### The metal 3 layer, run 1

(4 px per µm)
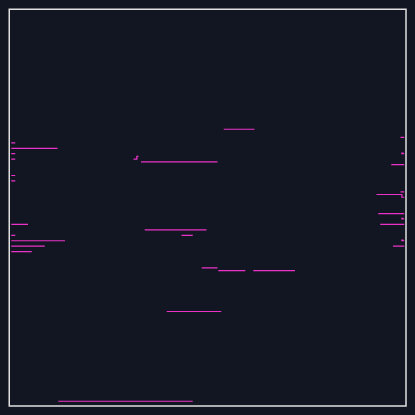
### Where the registers sit, run 1

(4 px per µm)
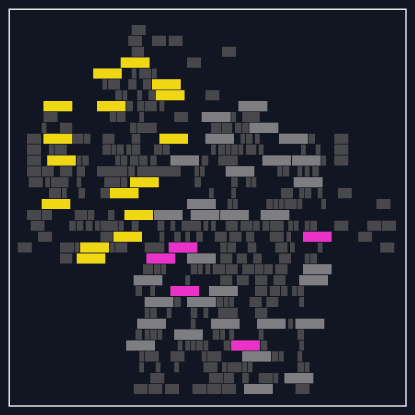
### Signal metal coverage by tile, run 1

(4 px per µm) The die is cut into 20 by 20 equal tiles; black is low, pale yellow is high, scaled to the fullest tile. Values are wire area over tile area, all layers added.
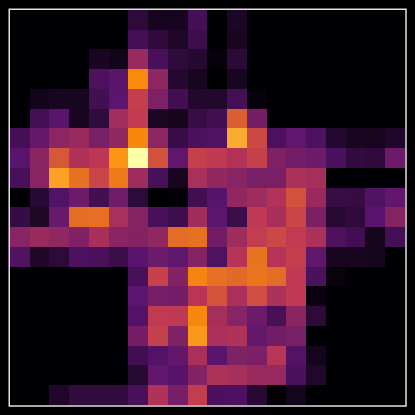
### The clock network, run 1

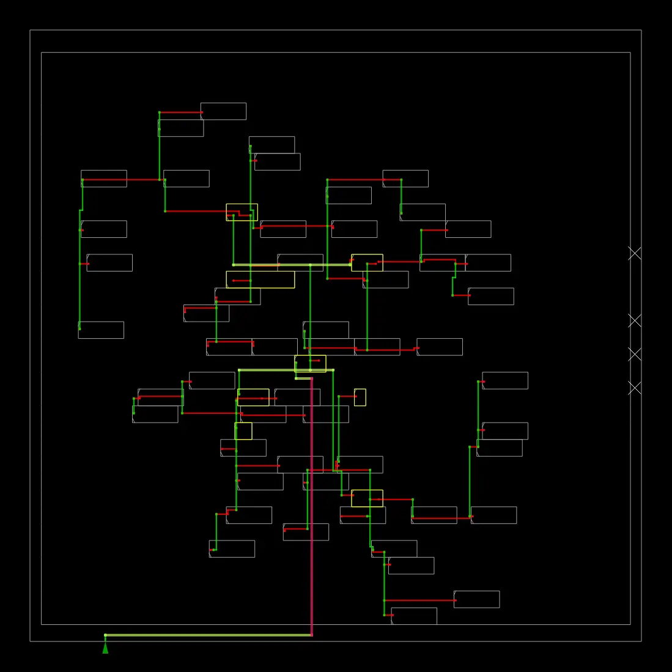
==> config.mk <==
export PLATFORM = sky130hd
export DESIGN_NAME = fwd_ctrl
export DESIGN_NICKNAME = d
export VERILOG_FILES = /design/src/rtl/fwd_ctrl.sv
export SDC_FILE = /design/constraint.sdc
export NUM_CORES = 1
export LEC_CHECK = 0
export ABC_AREA = 0
export CAP_MARGIN = 10
export CORE_MARGIN = 1.5
export CORE_UTILIZATION = 25
export DETAILED_ROUTE_END_ITERATION = 8
export SKIP_LAST_GASP = 1
export SLEW_MARGIN = 30
export SYNTH_ARGS = -nofsm -noshare
export SYNTH_HDL_FRONTEND = slang
export SYNTH_SLANG_ARGS = --single-unit
==> constraint.sdc <==
create_clock -name clk -period 4.6 [get_ports clk]
set_input_delay 0.46 -clock clk [delete_from_list [all_inputs] [get_ports clk]]
set_output_delay 0.46 -clock clk [all_outputs]
set_load 0.03 [all_outputs]
==> src/rtl/fwd_ctrl.sv <==
// Forwarding / hazard controller for the 5-stage core.
// Tracks destination info for EX, MEM and WB in shadow registers, produces the
// EX operand-mux selects, and freezes the pipeline while the Dcache services a
// MEM-stage access.
module fwd_ctrl #(
    parameter int unsigned REG_AW = 5,
    parameter int unsigned CNT_W  = 16
) (
    input  logic              clk,
    input  logic              rst,
    input  logic              id_valid,
    input  logic [REG_AW-1:0] id_rs1,
    input  logic [REG_AW-1:0] id_rs2,
    input  logic [REG_AW-1:0] id_rd,
    input  logic              id_reg_write,
    input  logic              id_mem_read,
    input  logic              id_mem_write,
    input  logic              id_rt_imm,
    input  logic              flush,
    input  logic              dcache_stall,
    output logic [1:0]        rs_sel,
    output logic [1:0]        rt_sel,
    output logic              pipe_stall,
    output logic [CNT_W-1:0]  dwait_cnt
);

    typedef enum logic [0:0] {StRun, StDwait} state_e;

    localparam logic [1:0] SelNone = 2'b00;
    localparam logic [1:0] SelMem  = 2'b01;
    localparam logic [1:0] SelWb   = 2'b10;
    localparam logic [1:0] SelLoad = 2'b11;

    state_e state_q, state_d;

    // EX shadow stage
    logic              ex_valid_q;
    logic [REG_AW-1:0] ex_rs1_q;
    logic [REG_AW-1:0] ex_rs2_q;
    logic [REG_AW-1:0] ex_rd_q;
    logic              ex_reg_write_q;
    logic              ex_mem_read_q;
    logic              ex_mem_write_q;
    logic              ex_rt_imm_q;

    // MEM shadow stage; mem_write is kept so a store also counts as a Dcache access
    logic              mem_valid_q;
    logic [REG_AW-1:0] mem_rd_q;
    logic              mem_reg_write_q;
    logic              mem_mem_read_q;
    logic              mem_mem_write_q;

    // WB shadow stage; its load flag is not kept since WB forwards write data either way
    logic              wb_valid_q;
    logic [REG_AW-1:0] wb_rd_q;
    logic              wb_reg_write_q;

    logic [CNT_W-1:0]  dwait_cnt_q;
    logic              mem_acc;

    assign mem_acc    = mem_valid_q & (mem_mem_read_q | mem_mem_write_q);
    assign pipe_stall = mem_acc & dcache_stall;
    assign dwait_cnt  = dwait_cnt_q;

    // Forward code for one source operand: MEM beats WB, x0 never forwards.
    function automatic logic [1:0] fwd_code(
        input logic [REG_AW-1:0] src,
        input logic              m_valid,
        input logic              m_reg_write,
        input logic [REG_AW-1:0] m_rd,
        input logic              m_mem_read,
        input logic              w_valid,
        input logic              w_reg_write,
        input logic [REG_AW-1:0] w_rd
    );
        logic [1:0] code;
        code = SelNone;
        if (src != '0) begin
            if (m_valid && m_reg_write && (m_rd == src)) begin
                code = m_mem_read ? SelLoad : SelMem;
            end else if (w_valid && w_reg_write && (w_rd == src)) begin
                code = SelWb;
            end
        end
        return code;
    endfunction

    // Shadow pipeline: shift on every non-stalled cycle, hold otherwise.
    always_ff @(posedge clk) begin
        if (rst) begin
            ex_valid_q      <= 1'b0;
            ex_rs1_q        <= '0;
            ex_rs2_q        <= '0;
            ex_rd_q         <= '0;
            ex_reg_write_q  <= 1'b0;
            ex_mem_read_q   <= 1'b0;
            ex_mem_write_q  <= 1'b0;
            ex_rt_imm_q     <= 1'b0;
            mem_valid_q     <= 1'b0;
            mem_rd_q        <= '0;
            mem_reg_write_q <= 1'b0;
            mem_mem_read_q  <= 1'b0;
            mem_mem_write_q <= 1'b0;
            wb_valid_q      <= 1'b0;
            wb_rd_q         <= '0;
            wb_reg_write_q  <= 1'b0;
        end else if (!pipe_stall) begin
            ex_valid_q      <= id_valid & ~flush;
            ex_rs1_q        <= id_rs1;
            ex_rs2_q        <= id_rs2;
            ex_rd_q         <= id_rd;
            ex_reg_write_q  <= id_reg_write;
            ex_mem_read_q   <= id_mem_read;
            ex_mem_write_q  <= id_mem_write;
            ex_rt_imm_q     <= id_rt_imm;
            mem_valid_q     <= ex_valid_q;
            mem_rd_q        <= ex_rd_q;
            mem_reg_write_q <= ex_reg_write_q;
            mem_mem_read_q  <= ex_mem_read_q;
            mem_mem_write_q <= ex_mem_write_q;
            wb_valid_q      <= mem_valid_q;
            wb_rd_q         <= mem_rd_q;
            wb_reg_write_q  <= mem_reg_write_q;
        end
    end

    // Operand selects, decoded from stage registers only.
    always_comb begin
        rs_sel = SelNone;
        rt_sel = SelNone;
        if (ex_valid_q) begin
            rs_sel = fwd_code(ex_rs1_q, mem_valid_q, mem_reg_write_q, mem_rd_q, mem_mem_read_q,
                              wb_valid_q, wb_reg_write_q, wb_rd_q);
            // Stores carry an immediate offset but still need their data operand forwarded
            if (!ex_rt_imm_q || ex_mem_write_q) begin
                rt_sel = fwd_code(ex_rs2_q, mem_valid_q, mem_reg_write_q, mem_rd_q,
                                  mem_mem_read_q, wb_valid_q, wb_reg_write_q, wb_rd_q);
            end
        end
    end

    // RUN/DWAIT state register.
    always_ff @(posedge clk) begin
        if (rst) begin
            state_q <= StRun;
        end else begin
            state_q <= state_d;
        end
    end

    // RUN/DWAIT next state: leave DWAIT on the access's completion cycle.
    always_comb begin
        state_d = state_q;
        unique case (state_q)
            StRun:   if (pipe_stall) state_d = StDwait;
            StDwait: if (!dcache_stall) state_d = StRun;
        endcase
    end

    // Saturating count of Dcache wait cycles; only reset clears it.
    always_ff @(posedge clk) begin
        if (rst) begin
            dwait_cnt_q <= '0;
        end else if (pipe_stall && (dwait_cnt_q != '1)) begin
            dwait_cnt_q <= dwait_cnt_q + CNT_W'(1);
        end
    end

endmodule

==> results.md, run 1 <==
| Stage | Quantity | Reported |
| --- | --- | --- |
| outcome | Result of the run | complete, but fails checks |
| outcome | Failing checks | DRC |
| setup path | Arrival time of the worst setup path | 2.40 ns |
| pwr | Design internal power | 661 µW |
| logic synthesis | Xor+xnor area frac | 11.8% |
| logic synthesis | Cell count in the Yosys report | 285 |
| drt | Post-route DRC violation count | 4 |
| logic synthesis | Area fraction in and, or, nand and nor cells after synthesis | 27.5% |
| pwr | Total power divided by cell area | 289 nW/µm² |
| pwr | Proportion of power drawn by the clock network | 36.5% |
| final timing | Slew @ Worst Pin | 0.606 ns |
| drt | Antenna viol nets, final | 0 |
| pwr | Total combinational power | 62.3 µW |
| logic synthesis | Number of instances in the synthesized netlist | 285 |
| setup path | FF-to-FF path depth | 6 |
| logic synthesis | Dominant kind of combinational cell | simple AND/OR/NAND/NOR gates |
| cells and area | Most frequently placed logic cell in the final layout | nand2_1 |
| run | # Max-Cap Violations | 0 |
| final timing | Final Setup Violations | 0 |
| floorplan | Core utilization before placement | 26.1% |
-- 'The metal 3 layer' (at the start) --
The layer carries 187 µm of wire. The layer holds 3.4% of the routed length.
met3 usage: 3.12%
vias after detailed routing: 2007
Detailed Route WL: 5470 µm

-- 'Where the registers sit' (at the start) --
ex_rs2_q: shown in magenta, sequential cells 5. dwait_cnt: shown in yellow, sequential cells 16.
Another 31 sequential cells are not colored.
final design utilization: 33.5%
Seq. cell area: 1040 µm²
sequential cell area share: 35.3%
Power Sequential: 480 µW

-- 'Signal metal coverage by tile' (at the start) --
12% of the tiles are over half the peak. The fullest tile reaches 0.43. The mean over all tiles is 0.086. 37% of the tiles are nearly empty. The emptiest ninth of the die: top right.
total global routing track utilization: 11.5%
per-cell routed wire length: 12.6 µm

-- 'The clock network' (at the start) --
insertion delay at the late pin of the worst-skew pair: 0.30 ns
Clock net power: 311 µW

run 1: flip-flops by register name (all words and copies together) (netlist names):
register / cells
dwait_cnt: 16
ex_rd_q: 5
ex_rs1_q: 5
ex_rs2_q: 5
mem_rd_q: 5
wb_rd_q: 5
ex_mem_read_q: 1
ex_mem_write_q: 1
ex_reg_write_q: 1
ex_rt_imm_q: 1
ex_valid_q: 1
mem_mem_read_q: 1
mem_mem_write_q: 1
mem_reg_write_q: 1
mem_valid_q: 1
wb_reg_write_q: 1
wb_valid_q: 1
run 1: routing by layer:
metal / vias up / wire (µm)
met3: 2 / 186
met4: 0 / 41
li1: 1042 / -
met1: 921 / 2740
met5: - / 0
met2: 42 / 2510
run 1: stage by stage:
step | setup WS [ns] | hold WS (ns) | instances | area, µm²
2_1_floorplan | 2.70 | 0.432 | 285 | 2300
3_3_place_gp | 1.76 | 0.439 | 426 | 2840
3_5_place_dp | 1.73 | 0.445 | 426 | 2840
4_1_cts | 1.73 | 0.459 | 434 | 2950
5_1_grt | 1.64 | 0.479 | 434 | 2950
6_report | 1.74 | 0.455 | 434 | 2950
run 1: final cells by class:
cell class | count | area, µm²
fillers | 915 | 5860
repair buffers | 46 | 455
flip-flops and latches | 52 | 1040
clock inverters | 3 | 42.5
multi-input cells | 218 | 1200
clock buffers | 5 | 68.8
well taps | 108 | 135
inverters | 2 | 7.51
run 1: synthesized netlist by cell type (2+ instances only):
cell type and count:
nand2_1 72, nand3_1 5, or3_1 3, xnor2_1 21, dfxtp_1 52, mux2i_1 2, nor3_1 10, nor3b_1 2
nor4_1 2, or4_1 2, xor2_1 10, clkbuf_1 9, nand4_1 10, o21ai_0 5, nor2_1 21, and4_1 2
buf_1 3, a21oi_1 40
==> inputs of run 2 (changes only) <==
clock period = 2.3 ns   (was 4.6 ns; I/O delays follow)
### The metal 3 layer, run 2

(4 px per µm)
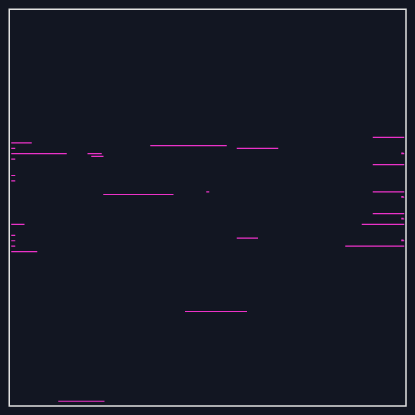
The layer holds 3.2% of the routed length. The layer carries 175 µm of wire. The wires run mostly horizontal. 27 nets have wire on it. The longest straight run is 18.9 µm.
met3 usage: 2.55%
Detailed Route WL: 5450 µm
vias after detailed routing: 2020

==> run 2 against run 1 <==
Against the previous run:
- the flow still finishes with violations (DRC)
- synthesized area did not move
- via count up 0.65%
- register-to-register slack got worse by 2.2 ns
- critical path type is now reg2out
- critical endpoint is now rt_sel[0]
==> results.md, run 2 <==
| Stage | Quantity | Reported | Change |
| --- | --- | --- | --- |
| clock network | Insertion delay at the late pin of the worst-skew pair | 0.30 ns | about the same |
| logic synthesis | Ys flops | 52 |  |
| clock network | Number of levels in the clock H-tree | 2 |  |
| global route | Total global routing track utilization | 11.8% | +0.27 points |
| floorplan | Core utilization before placement | 26.1% | unchanged |
| drt | Highest metal used | met4 |  |
| cells and area | Flip-flop count of the largest register, all copies and words added | 16 | unchanged |
| placed design | Cells after DPL | 428 | +0.47% |
| drt | WL met1 | 2670 µm | -2.3% |
| final timing | Final-layout worst hold slack | 0.453 ns | -0.00189 ns |
| drt | Post-route DRC violation count | 4 | unchanged |
| drt | Wire length on met2 | 2510 µm | -0.12% |
| logic synthesis | Number of warnings reported in the yosys synthesis log | 0 |  |
| logic synthesis | Number of instances in the synthesized netlist | 285 | unchanged |
| logic synthesis | Top post-synthesis cells by count | nand2_1, dfxtp_1, a21oi_1 |  |
| placed design | Number of buffer cells added on primary ports | 44 |  |
| run | # Max-Cap Violations | 0 | unchanged |
| final timing | Headroom to the max-slew limit | 63.6% |  |
| cells and area | Final design utilization | 33.8% | +0.31 points |
| clock network | Number of sinks driven by the clock tree | 52 |  |
| cells and area | Most frequently placed logic cell in the final layout | nand2_1 |  |
| placed design | DP Worst Slack | 0.172 ns | -1.56 ns |
| logic synthesis | Cell count in the Yosys report | 285 | unchanged |
| drt | Per-cell routed wire length | 12.5 µm | -0.91% |
| logic synthesis | Most popular library cell in the synthesized design by count | nand2_1 |  |
| global route | First-pass GRT wire length | 9290 µm |  |
| final timing | Setup repair after global routing missed its margin | false |  |
| drt | Met3 routed WL | 174 µm | -6.5% |
| setup path | Required arrival time at the worst endpoint | 2.07 ns |  |
| drt | Antenna viol nets, final | 0 | unchanged |
| global route | Vias in the first global route | 1969 |  |
| cells and area | Number of filler cells placed in the layout | 929 | +1.5% |
| setup path | Arrival time of the worst setup path | 1.85 ns | -0.55 ns |
| cells and area | Final instance area | 2980 µm² | +0.93% |
| logic synthesis | Number of nets at floorplan | 310 |  |
| outcome | Failing checks | DRC |  |
| final timing | Final critical delay including setup and external delays | 2.08 ns |  |
| cells and area | Total Nets Final | 352 |  |
| cells and area | Number of cells in the finished layout apart from fillers | 436 | +0.46% |
| final timing | Slew @ Worst Pin | 0.545 ns | -0.0603 ns |
| pwr | Total power divided by cell area | 592 nW/µm² | +100% |
| outcome | Result of the run | complete, but fails checks |  |
| final timing | Final Setup Violations | 0 | unchanged |
| placed design | Post-Place Cell Area | 2860 µm² | +0.88% |
### Cell sizes after repair, run 2

(4 px per µm)
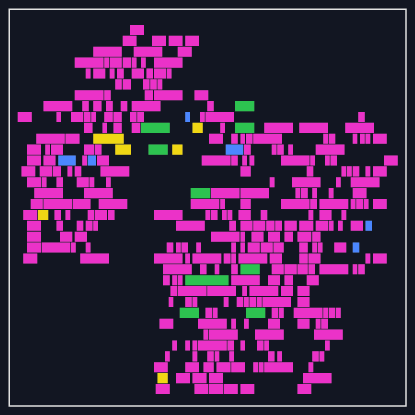
drive 1 or less: shown in magenta, cells 307, share 94%, most used nand2_1. drive 6 and up: shown in green, cells 9, share 2.7%, most used clkbuf_8. drive 3 to 4: shown in yellow, cells 6, share 1.8%, most used buf_4. drive 2: shown in blue, cells 6, share 1.8%, most used clkbuf_2.
PnR worst setup slack: 0.225 ns
number of non-clock buffers in the layout: 48
Area growth, synth to finish: 29.6%

==> run 2: cell count changes in the layout (fill, tap and decap cells not counted), sizes merged <==
| cell | change |
|---|---|
| buf | +3 |
| clkbuf | +4 |
| clkdlybuf4s50 | -5 |
| clkinv | -1 |
| clkinvlp | -1 |
| dlygate4sd2 | +2 |
==> run 2: cells by family (layout without fill, tap and decap cells) <==
family / Yosys count / count (layout) / share of synthesized area (%)
flops: 52 / 52 / 45.3
xor+xnor: 31 / 31 / 11.8
buf+inv: 15 / 58 / 2.51
mux: 2 / 2 / 0.872
simple gates: 135 / 135 / 27.5
compound gates: 49 / 49 / 11.4
fa+ha+maj: 1 / 1 / 0.545
==> run 2: final timing paths <==
check / start / to / slack [ns] / cells past startpoint
setup / recovery: mem_rd_q[3] / rt_sel[0] / 0.22 / 5
setup reg to reg: dwait_cnt[0] / dwait_cnt[8] / 0.50 / 5
hold reg to reg: ex_rd_q[2] / mem_rd_q[2] / 0.45 / 2
hold / removal: ex_rd_q[2] / mem_rd_q[2] / 0.45 / 2
==> run 2: what timing repair did <==
action                                  CTS  global route
endpoints found under the setup margin    4             2
resized                                   4             4
hold buffers                              0             0
setup buffers                             0             0
==> run 2: cell type report <==
type | count | area, µm² | area share (%)
inverter | 2 | 7.51 | 0.252
clock inverter | 1 | 30.0 | 1.01
timing repair buffer | 48 | 468 | 15.7
multi-input combinational | 218 | 1200 | 40.2
tap | 108 | 135 | 4.54
sequential | 52 | 1040 | 35.0
clock buffer | 7 | 96.3 | 3.24
==> run 2: report_power, final <==
group | internal [µW] | switching [µW]
Sequential | 929 | 31.2
Combinational | 72.1 | 52.7
Clock | 384 | 292
Power is estimated from default activity; no workload was simulated.
